### Routing congestion, run 1

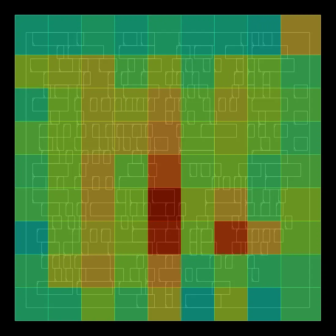
### Logic cells by family, run 1

(10 px per um)
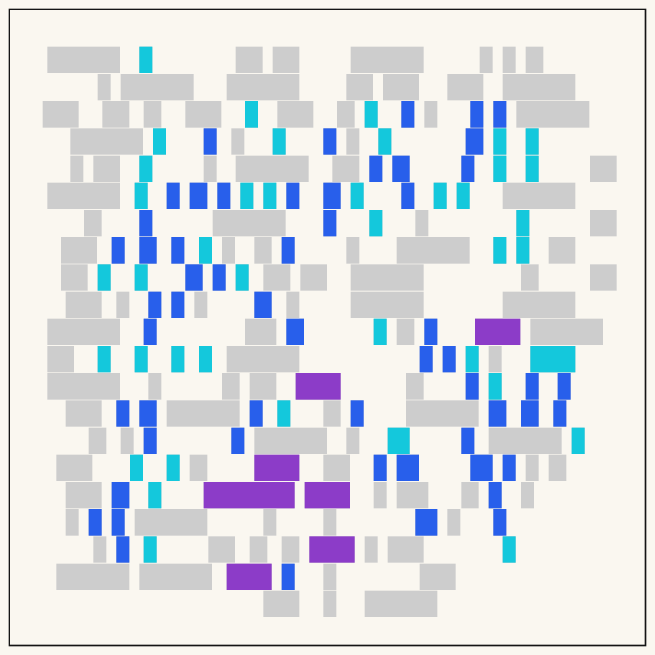
### Close-up of the layout, run 1

Region (17, 4) to (47, 34) um. Cells in gray, sequential cells in the stronger gray; small squares are vias.
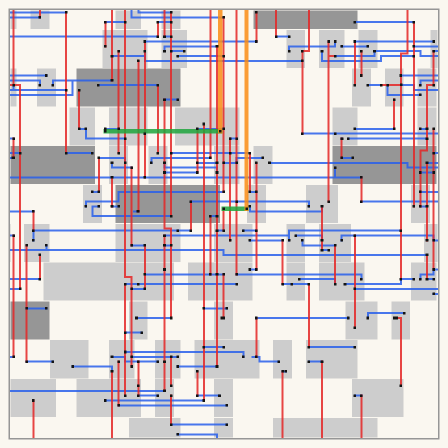
### Routed clock nets over the placement, run 1

(6 px per um)
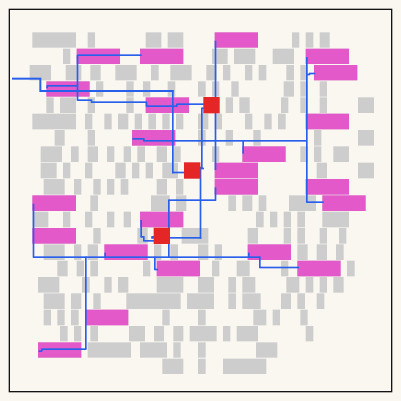
File: src/rtl/scan_chain_ctrl_pkg.sv
// Shared types for the scan chain controller.
// State encoding and counter sizing helper.
package scan_chain_ctrl_pkg;

  typedef enum logic [1:0] {
    IDLE,
    CAPTURE,
    SHIFT,
    UPDATE
  } state_t;

  function automatic int clog2(input int n);
    int r;
    r = 0;
    while ((1 << r) < n) r++;
    return r;
  endfunction

endpackage

File: src/rtl/scan_chain_ctrl_scan_cell.sv
// One chain bit: mux flop, d0 parallel / d1 serial.
// Loads only when sp is high; synchronous clear.
module scan_cell (
  input  logic CK,
  input  logic CD,
  input  logic d0,
  input  logic d1,
  input  logic sd,
  input  logic sp,
  output logic q
);

  always_ff @(posedge CK) begin
    if (CD) begin
      q <= 1'b0;
    end else if (sp) begin
      q <= sd ? d1 : d0;
    end
  end

endmodule

File: src/rtl/scan_chain_ctrl.sv
// Capture/shift/update controller driving a chain
// of mux-flop cells in lockstep with SD/SP strobes.
module scan_chain_ctrl
  import scan_chain_ctrl_pkg::*;
#(
  parameter int WIDTH = 8
) (
  input  logic             CK,
  input  logic             CD,
  input  logic             START,
  input  logic             CAP_EN,
  input  logic [WIDTH-1:0] PI,
  input  logic             SI,
  input  logic             SI_VALID,
  output logic             SI_READY,
  output logic             SO,
  output logic [WIDTH-1:0] PO,
  output logic             SD_O,
  output logic             SP_O,
  output logic             BUSY,
  output logic             DONE
);

  localparam int CW = clog2(WIDTH + 1);

  state_t           state;
  logic [CW-1:0]    cnt;
  logic [WIDTH-1:0] chain;
  logic [WIDTH-1:0] sin;

  assign BUSY     = (state != IDLE);
  assign SI_READY = (state == SHIFT);
  assign SD_O     = (state == SHIFT);
  assign SP_O     = (state == CAPTURE) |
                    ((state == SHIFT) & SI_VALID);
  assign SO       = chain[0];

  // serial path: SI enters at the MSB, LSB leaves first
  generate
    if (WIDTH == 1) begin : g_sin1
      assign sin = SI;
    end else begin : g_sinn
      assign sin = {SI, chain[WIDTH-1:1]};
    end
  endgenerate

  generate
    for (genvar i = 0; i < WIDTH; i++) begin : g_cell
      scan_cell u_cell (
        .CK (CK),
        .CD (CD),
        .d0 (PI[i]),
        .d1 (sin[i]),
        .sd (SD_O),
        .sp (SP_O),
        .q  (chain[i])
      );
    end
  endgenerate

  always_ff @(posedge CK) begin
    if (CD) begin
      state <= IDLE;
      cnt   <= '0;
      PO    <= '0;
      DONE  <= 1'b0;
    end else begin
      DONE <= 1'b0;
      unique case (state)
        IDLE: begin
          if (START) begin
            state <= CAP_EN ? CAPTURE : SHIFT;
            cnt   <= '0;
          end
        end
        CAPTURE: begin
          cnt   <= '0;
          state <= SHIFT;
        end
        SHIFT: begin
          if (SI_VALID) begin
            cnt <= cnt + CW'(1);
            if (cnt == CW'(WIDTH - 1)) begin
              state <= UPDATE;
            end
          end
        end
        UPDATE: begin
          PO    <= chain;
          DONE  <= 1'b1;
          state <= IDLE;
        end
        default: state <= IDLE;
      endcase
    end
  end

endmodule

File: config.mk
export PLATFORM = sky130hd
export DESIGN_NAME = scan_chain_ctrl
export DESIGN_NICKNAME = d
export VERILOG_FILES = /design/src/rtl/scan_chain_ctrl_pkg.sv /design/src/rtl/scan_chain_ctrl_scan_cell.sv /design/src/rtl/scan_chain_ctrl.sv
export SDC_FILE = /design/constraint.sdc
export NUM_CORES = 1
export LEC_CHECK = 0
export ABC_AREA = 1
export CAP_MARGIN = 10
export CELL_PAD_IN_SITES_DETAIL_PLACEMENT = 1
export CELL_PAD_IN_SITES_GLOBAL_PLACEMENT = 1
export CORE_MARGIN = 2
export CORE_UTILIZATION = 33
export CTS_CLUSTER_DIAMETER = 60
export DETAILED_ROUTE_END_ITERATION = 7
export PLACE_DENSITY = 0.74
export SYNTH_ARGS = -nofsm -noshare
export SYNTH_HDL_FRONTEND = slang
export SYNTH_HIERARCHICAL = 1
export SYNTH_SLANG_ARGS = --single-unit
File: constraint.sdc
create_clock -name CK -period 2 [get_ports CK]
set_input_delay 0.4 -clock CK [delete_from_list [all_inputs] [get_ports CK]]
set_output_delay 0.4 -clock CK [all_outputs]
set_load 0.1 [all_outputs]
==> metrics.log, run 1 <==
[flow] collecting metrics
[metrics] buffer depth of the longest clock path: 2
[metrics] register share after synthesis: 39.4%
[metrics] flip-flops with a built-in enable: 0
[metrics] DRT antenna net count: 0
[metrics] most frequent cell after synthesis: sky130_fd_sc_hd__nand2_1
[metrics] clock transition at the registers of the reported paths: 140 ps
[metrics] maximum clock frequency: 520 MHz
[metrics] Reg2Reg Launch Point: state[0]
[metrics] non-clock inverter total of the final layout: 29
[metrics] OpenROAD warning count: 31
[metrics] portion of the layout cell area used by non-clock buffers: 19.7%
[metrics] Placed Cells: 250
[metrics] P_sw: 1.40 mW
[metrics] violation count after the first detailed-routing iteration: 21
[metrics] Post-CTS Resized: 0
[metrics] setup bufs post-CTS: 0
[metrics] run status: finished, final reports clean
[metrics] routed via count: 1,172
[metrics] main flop type: sky130_fd_sc_hd__dfxtp_1
[metrics] area fraction of clock buffers and clock inverters: 1.76%
[metrics] setup TNS: 0 ps
[metrics] seq pwr: 708 uW
[metrics] power density over cell area: 1650 nW/um^2
[metrics] Post-Synthesis Net Count: 197
[metrics] Register-to-Register Path Depth: 8
[metrics] Core Region: 3360 sq um
[metrics] Clock buffer cells: 3
[metrics] transition time at the pin with the least slew margin: 530 ps
[metrics] number of clock buffers inserted by TritonCTS: 3
[metrics] final wirelength: 3.04 mm
[metrics] launching instance or port of the critical path: state[0]
[metrics] P_comb: 1.64 mW
[metrics] Yosys Instances: 176
[metrics] startpoint kind of the worst setup timing path: flop
[metrics] Setup-failing EPs final: 0
[metrics] Initial Utilization: 34.7%
[metrics] Detailed Place HPWL: 2.24 mm
[metrics] number of H-tree levels: 1
[metrics] area of the mapped netlist: 1170 sq um
[metrics] sequential cells: 23
[metrics] yosys-reported design area after synthesis: 1170 sq um
[metrics] CTS Root Cell: sky130_fd_sc_hd__clkbuf_4
[metrics] area enclosed by the die boundary: 4030 sq um
[metrics] Yosys warning count: 6
[metrics] fraction of power spent switching nets: 54.3%
[metrics] drt pass-1 iters: 4
[metrics] initial antenna violation count: 0
[metrics] Syn Inst Count: 176
[metrics] crit path to: SP_O
[metrics] commonest cells after routing, fill and taps aside: 41 x sky130_fd_sc_hd__nand2_1, 39 x sky130_fd_sc_hd__nor2_1, 27 x sky130_fd_sc_hd__inv_1
## Picture notes: 'Routing congestion'
final core area utilization: 46.4%
busiest layer in global routing: met2

## Picture notes: 'Logic cells by family'
Key: blue = NAND gates [cells 56]; cyan = NOR gates [cells 41]; purple = adder and majority cells [cells 7, where south]
filler-free cell count of the finished design: 254
commonest non-fill, non-tap cell in the layout: sky130_fd_sc_hd__nand2_1
fraction of area in multi-input gates: 38.3%

## Picture notes: 'Close-up of the layout'
Key: orange = metal 4; green = metal 3; red = metal 2; blue = metal 1
53 logic cells have their middle in the window. Sequential cells in the window: 4. Netlist names of flops here include state (2). Most frequent: nand2_1 (10), inv_1 (7), ha_1 (5).

## Picture notes: 'Routed clock nets over the placement'
Key: blue = clock wires [length 315 um]; red = clock drivers [count 3]; magenta = flip-flops [count 23]
There are 4 routed clock nets.
part of the power in the clock network: 8.8%
Post-Route Skew: 4.37 ps
reported clock group power: 226 uW
clock latency on the worst-skew pair: 320 ps

run 1: state kept, by name, summed over array words and instances (netlist names):
register	cells
DONE	1
cnt	4
state	2
PO	8
g_cell.u_cell/q	8
run 1: logic make-up (layout without fill, tap and decap cells):
kind of cell	count (synthesis)	count (layout)	synth area share, %
AND/OR/NAND/NOR	97	97	34.1
buffers and inverters	31	63	10.4
flip-flops	23	23	39.4
adder cells (fa/ha/maj)	7	7	7.50
AND-OR/OR-AND	18	18	8.57
run 1: through the flow:
stage	hold WS (ps)	setup slack [ps]	area (sq um)
after floorplan	462	32.6	1170
after detailed placement	499	293	1520
after global placement	477	282	1520
after CTS	517	55.2	1550
final	517	78.0	1560
after global routing	551	-5.74	1560
run 1: worst min path at each step:
stage / startpoint / slack, ps / cells after the start / endpoint
2_1_floorplan: CD / 460 / 1 / state[1]
3_3_place_gp: PO[1] / 480 / 2 / PO[1]
3_5_place_dp: cnt[0] / 500 / 2 / cnt[0]
4_1_cts: cnt[0] / 520 / 2 / cnt[0]
5_1_grt: g_cell[2].u_cell/q / 550 / 2 / PO[2]
6_report: PO[1] / 520 / 2 / PO[1]
run 1: critical path, cell delays in order (launching register included):
cell and delay (ps):
sky130_fd_sc_hd__dfxtp_1 420, sky130_fd_sc_hd__inv_1 140, sky130_fd_sc_hd__ha_1 240, sky130_fd_sc_hd__a21o_1 220, sky130_fd_sc_hd__buf_12 190
run 1: metal layers:
| metal | routed length [um] | vias to the layer above | GRT usage [%] |
|---|---|---|---|
| li1 | - | 597 | - |
| met1 | 1360 | 550 | 19.5 |
| met2 | 1520 | 19 | 28.9 |
| met3 | 119 | 6 | 3.21 |
| met4 | 40 | 0 | 4.89 |
| met5 | 0 | - | 0 |
==> inputs of run 2 (changes only) <==
--- a/config.mk
+++ b/config.mk
@@ -14,6 +14,7 @@
 export CTS_CLUSTER_DIAMETER = 60
 export DETAILED_ROUTE_END_ITERATION = 7
 export PLACE_DENSITY = 0.74
+export SLEW_MARGIN = 20
 export SYNTH_ARGS = -nofsm -noshare
 export SYNTH_HDL_FRONTEND = slang
 export SYNTH_HIERARCHICAL = 1
==> constraint.sdc (replaced) <==
create_clock -name CK -period 2 [get_ports CK]
set_input_delay 0.4 -clock CK [delete_from_list [all_inputs] [get_ports CK]]
set_output_delay 0.4 -clock CK [all_outputs]
set_load 0.02 [all_outputs]
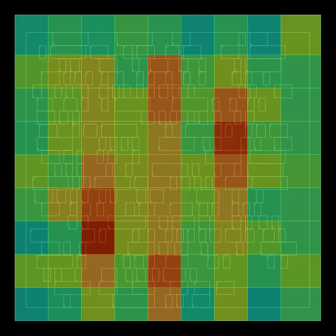
*Routing congestion, run 2*
wire length per cell: 12.1 um
met3 Usage GRT: 3.04%
gr usage total: 17.2%

==> metrics.log, run 2 <==
[flow] collecting metrics
[metrics] area of the mapped netlist: 1170 sq um
[metrics] clock transition at the registers of the reported paths: 140 ps
[metrics] transition time at the pin with the least slew margin: 540 ps
[metrics] register share after synthesis: 39.4%
[metrics] final wirelength: 3.08 mm
[metrics] most frequent cell after synthesis: sky130_fd_sc_hd__nand2_1
[metrics] run status: finished, final reports clean
[metrics] crit path setup slack, layout: 152 ps
[metrics] power density over cell area: 1270 nW/um^2
[metrics] buffer depth of the longest clock path: 2
[metrics] number of clock buffers inserted by TritonCTS: 3
[metrics] area enclosed by the die boundary: 4030 sq um
[metrics] registers with the most flip-flops: PO x8, g_cell.u_cell/q x8, cnt x4
[metrics] Post-CTS Resized: 6
[metrics] Syn Inst Count: 176
[metrics] clock latency on the worst-skew pair: 320 ps
[metrics] delay of the slowest cell on the worst path: 380 ps
[metrics] violation count after the first detailed-routing iteration: 31
[metrics] Detailed Place HPWL: 2.33 mm
[metrics] OpenROAD warning count: 31
[metrics] area fraction in mux cells: 0%
[metrics] CTS Root Cell: sky130_fd_sc_hd__clkbuf_4
[metrics] commonest non-fill, non-tap cell in the layout: sky130_fd_sc_hd__nand2_1
[metrics] commonest cells after routing, fill and taps aside: 41 x sky130_fd_sc_hd__nand2_1, 39 x sky130_fd_sc_hd__nor2_1, 27 x sky130_fd_sc_hd__inv_1
[metrics] Synth logic family: simple AND/OR/NAND/NOR gates
[metrics] buffers and inverters on the worst path: 2
[metrics] DRT antenna net count: 0
[metrics] final core area utilization: 45.8%
[metrics] maximum clock frequency: 541 MHz
[metrics] main flop type: sky130_fd_sc_hd__dfxtp_1
[metrics] yosys-reported design area after synthesis: 1170 sq um
[metrics] cell class contributing the biggest share of worst-path delay: buffers and inverters
[metrics] XOR-XNOR Cells, Area Fraction: 0%
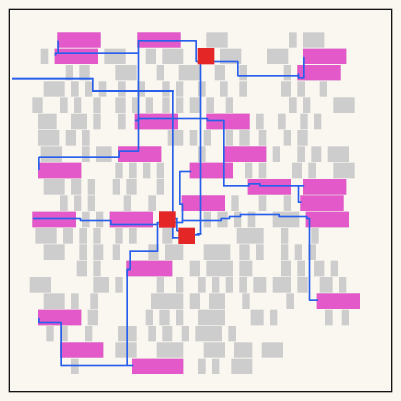
*Routed clock nets over the placement, run 2*
(6 px per um)
Key: blue = clock wires [length 356 um]; red = clock drivers [count 3]; magenta = flip-flops [count 23]
Position of the flops: spread over the die.
reported clock group power: 231 uW
Post-Route Skew: 2.46 ps

==> run 2: cell types whose count changed in the layout (fill, tap and decap cells not counted), sizes merged <==
cell / previous run / this run
buf: 17 / 4
clkbuf: 3 / 4
clkdlybuf4s50: 13 / 23
dlygate4sd2: 0 / 3
==> run 2: metal layers <==
metal | up-vias | global-route usage, % | part of all wire [%]
li1 | 600 | - | -
met1 | 565 | 19.8 | 44
met2 | 18 | 30.5 | 50
met3 | 6 | 3.04 | 3.3
met4 | 0 | 8.15 | 2.4
met5 | - | 0 | 0
==> run 2: area by class of cell <==
class                      instances  area [sq um]  share of cell area (%)
multi-input combinational        122           588                    38.2
sequential                        23           465                    30.2
timing repair buffer              31           292                    18.9
inverter                          29           109                    7.07
tap                               46          57.6                    3.74
clock buffer                       3          22.5                    1.46
clock inverter                     1          5.00                   0.325
==> run 2: where the power goes <==
| part | internal, mW | total (mW) | switching, mW |
|---|---|---|---|
| clock | 0.0751 | 0.231 | 0.156 |
| combinational | 0.393 | 1.02 | 0.625 |
| sequential | 0.604 | 0.709 | 0.105 |
==> run 2: tightest hold or removal path: stages (launching register included) <==
cell and delay [ps]:
sky130_fd_sc_hd__dfxtp_1 350, sky130_fd_sc_hd__nor2_1 100, sky130_fd_sc_hd__nor2_1 50
==> run 2: per-stage QoR <==
step / std cells / hold WS, ps / instance area (sq um)
after floorplan: 176 / 462 / 1170
after global placement: 251 / 475 / 1510
after detailed placement: 251 / 495 / 1510
after CTS: 255 / 523 / 1540
after global routing: 255 / 553 / 1540
final: 255 / 519 / 1540
==> run 2: final timing paths <==
check / startpoint / to / slack (ps) / cells after the start
min reg2reg: g_cell[2].u_cell/q / PO[2] / 520 / 2
max: state[0] / SD_O / 150 / 3
max reg2reg: state[0] / cnt[3] / 490 / 7
min: g_cell[2].u_cell/q / PO[2] / 520 / 2
Power is estimated from default activity; no workload was simulated.
